`src/rtl/sdram_refresh_sequencer.sv`:
```
// -----------------------------------------------------------------------------
// sdram_refresh_sequencer
//
// Issues the SDRAM auto-refresh command sequence on behalf of a refresh
// controller. When a refresh is owed and the device is initialised, the block
// requests the shared command bus from an arbiter. Once granted it drives
// PRECHARGE ALL, waits T_RP, then drives AUTO REFRESH and waits T_RFC. If
// another refresh is still owed at the end of T_RFC, further AUTO REFRESH
// commands are chained without a new PRECHARGE and without releasing the bus.
//
// Parameters
//   T_RP      cycles from PRECHARGE ALL to AUTO REFRESH (2..2^BW_TIMER-1)
//   T_RFC     cycles from AUTO REFRESH to the next command (2..2^BW_TIMER-1)
//   BW_TIMER  wait-timer width in bits
//
// Ports
//   clock_i    single clock, rising-edge active
//   reset_i    synchronous, active-high reset
//   status_i   SDRAM initialised; new or chained sequences start only while high
//   refresh_i  refresh owed (level) from the refresh controller
//   gnt_i      command-bus grant from the arbiter
//   req_o      command-bus request to the arbiter
//   busy_o     this block drives the command bus this cycle
//   cmd_o      {CS_n, RAS_n, CAS_n, WE_n}
//   a10_o      address bit 10, high only with PRECHARGE (all banks)
//   execute_o  one-cycle pulse alongside each AUTO REFRESH
// -----------------------------------------------------------------------------
module sdram_refresh_sequencer #(
    parameter int unsigned T_RP     = 3,
    parameter int unsigned T_RFC    = 8,
    parameter int unsigned BW_TIMER = 4
) (
    input  logic       clock_i,
    input  logic       reset_i,
    input  logic       status_i,
    input  logic       refresh_i,
    input  logic       gnt_i,
    output logic       req_o,
    output logic       busy_o,
    output logic [3:0] cmd_o,
    output logic       a10_o,
    output logic       execute_o
);

    typedef enum logic [2:0] {
        StIdle,
        StReq,
        StPre,
        StWaitRp,
        StRef,
        StWaitRfc
    } state_e;

    localparam logic [3:0] CmdNop = 4'b0111;
    localparam logic [3:0] CmdPre = 4'b0010;
    localparam logic [3:0] CmdRef = 4'b0001;

    localparam logic [BW_TIMER-1:0] RpLoad   = BW_TIMER'(T_RP - 1);
    localparam logic [BW_TIMER-1:0] RfcLoad  = BW_TIMER'(T_RFC - 1);
    localparam logic [BW_TIMER-1:0] TimerOne = BW_TIMER'(1);

    state_e              state_q, state_d;
    logic [BW_TIMER-1:0] timer_q, timer_d;

    logic       req_d;
    logic       busy_d;
    logic [3:0] cmd_d;
    logic       a10_d;
    logic       execute_d;

    // Next-state and timer. Loading the timer with (T - 1) in the single-cycle
    // command state and leaving the wait state when it reads 1 places the next
    // command exactly T cycles after the previous one.
    always_comb begin
        state_d = state_q;
        timer_d = timer_q;
        unique case (state_q)
            StIdle: begin
                if (refresh_i && status_i) begin
                    state_d = StReq;
                end
            end
            StReq: begin
                // No timeout: the refresh level cannot legally fall here.
                if (gnt_i) begin
                    state_d = StPre;
                end
            end
            StPre: begin
                timer_d = RpLoad;
                state_d = StWaitRp;
            end
            StWaitRp: begin
                timer_d = timer_q - TimerOne;
                if (timer_q == TimerOne) begin
                    state_d = StRef;
                end
            end
            StRef: begin
                timer_d = RfcLoad;
                state_d = StWaitRfc;
            end
            StWaitRfc: begin
                timer_d = timer_q - TimerOne;
                if (timer_q == TimerOne) begin
                    // Last cycle of T_RFC: the only in-sequence sample of
                    // refresh_i/status_i, by which time the controller has
                    // absorbed the previous execute pulse.
                    if (refresh_i && status_i) begin
                        state_d = StRef;
                    end else begin
                        state_d = StIdle;
                    end
                end
            end
            default: begin
                state_d = StIdle;
                timer_d = '0;
            end
        endcase
    end

    // Outputs are decoded from the next state and registered, so they change
    // together with the state and never glitch.
    always_comb begin
        req_d     = (state_d != StIdle);
        busy_d    = (state_d == StPre) || (state_d == StWaitRp) ||
                    (state_d == StRef) || (state_d == StWaitRfc);
        cmd_d     = CmdNop;
        a10_d     = 1'b0;
        execute_d = 1'b0;
        if (state_d == StPre) begin
            cmd_d = CmdPre;
            a10_d = 1'b1;
        end
        if (state_d == StRef) begin
            cmd_d     = CmdRef;
            execute_d = 1'b1;
        end
    end

    always_ff @(posedge clock_i) begin
        if (reset_i) begin
            state_q   <= StIdle;
            timer_q   <= '0;
            req_o     <= 1'b0;
            busy_o    <= 1'b0;
            cmd_o     <= CmdNop;
            a10_o     <= 1'b0;
            execute_o <= 1'b0;
        end else begin
            state_q   <= state_d;
            timer_q   <= timer_d;
            req_o     <= req_d;
            busy_o    <= busy_d;
            cmd_o     <= cmd_d;
            a10_o     <= a10_d;
            execute_o <= execute_d;
        end
    end

endmodule

```
`config.mk`:
```
export PLATFORM = sky130hd
export DESIGN_NAME = sdram_refresh_sequencer
export DESIGN_NICKNAME = d
export VERILOG_FILES = /design/src/rtl/sdram_refresh_sequencer.sv
export SDC_FILE = /design/constraint.sdc
export NUM_CORES = 1
export LEC_CHECK = 0
export CORE_ASPECT_RATIO = 1.2
export CORE_UTILIZATION = 44
export CTS_CLUSTER_DIAMETER = 200
export DETAILED_ROUTE_END_ITERATION = 8
export GPL_ROUTABILITY_DRIVEN = 0
export PLACE_DENSITY = 0.79
export SYNTH_ARGS = -nofsm -noshare
export SYNTH_HDL_FRONTEND = slang
export SYNTH_SLANG_ARGS = --single-unit
```
`constraint.sdc`:
```
create_clock -name clock_i -period 1.3 [get_ports clock_i]
set_input_delay 0.39 -clock clock_i [delete_from_list [all_inputs] [get_ports clock_i]]
set_output_delay 0.39 -clock clock_i [all_outputs]
set_load 0.03 [all_outputs]
```
sizes.png
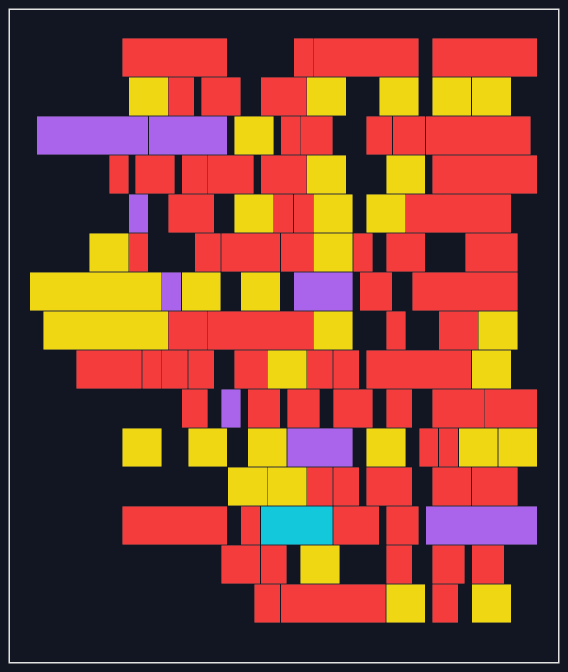
[_2 cells] purple | cells: 8
[_0 and _1 cells] red | cells: 69
[_3 and _4 cells] yellow | cells: 32
[_6 and larger] cyan | cells: 1

wires.png
Only two layers are drawn.
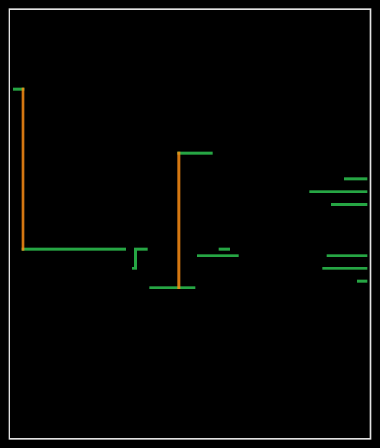
[metal 4] orange | wire length: 31.3 µm
[metal 3] green | wire length: 49.2 µm

congestion.png
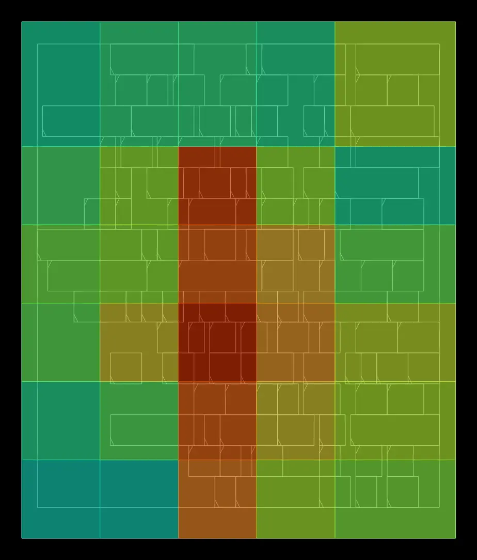
wire per inst: 12.9 µm
most used routing layer: met2
met1 GRT Util: 23.7%

logic_types.png
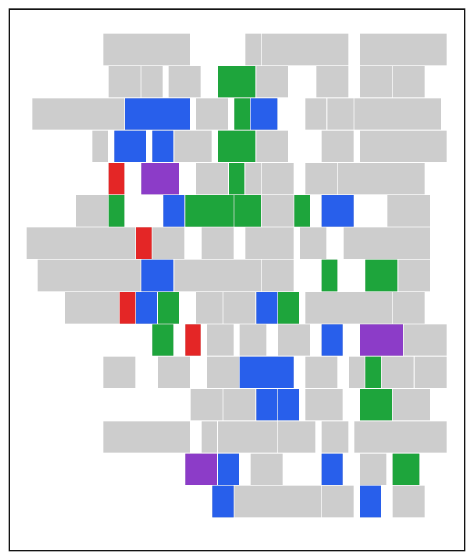
[inverters] red | cells: 4 | where: west
[AND-OR and OR-AND gates] purple | cells: 3
[inverting AOI/OAI gates] blue | cells: 17
[NAND gates] green | cells: 16
final cell count without fillers: 127
multi-input combinational area share: 39.1%
Top cell excl fill/tap: buf_4

==> reports/qor.yml <==
status:
  status: "finished, violations left"
  violations: "setup timing"
run:
  warning_count: 30
  maxCapViolCount: 0
cells_and_area:
  clockBufferCount: 4
  n_antenna_cell: 0
  layout_top_cells: "27 x buf_4, 11 x dfxtp_1, 6 x nand2_1, 6 x a21oi_1"
  final_area_um2: 985
setup_path:
  critical_path.endpoint: "cmd_o[2]"
  regToRegSetupSlack_ps: -40
  worstReg2RegStart: "timer_q[1]"
  ff2ff_path_depth: 5
  crit_start: "timer_q[1]"
  path_depth: 5
sta:
  setup_ws_ps: -36.2
  final-max-slew-violation-count: 0
  fmax_mhz: 748
  finalSetupViolCount: 1
power:
  switchingPower_uw: 265
  p_int_uw: 717
synthesis:
  yosys_warnings: 0
  synthTopCellsByCount: "14 x dfxtp_1, 6 x a21oi_1, 6 x nand2_1"
  logic_family: "simple AND/OR/NAND/NOR gates"
  syn_nets: 89
clock_tree:
  clockRootBuffer: "clkbuf_4"
  cts_tree: "done"
  cts_max_path_buffers: 2
worst_hold_path:
  holdPathStages: 2
placement:
  hpwl_um: 1240
routing:
  highest_layer: "met4"
  drt_wl_total_um: 1640
Power is estimated from default activity; no workload was simulated.
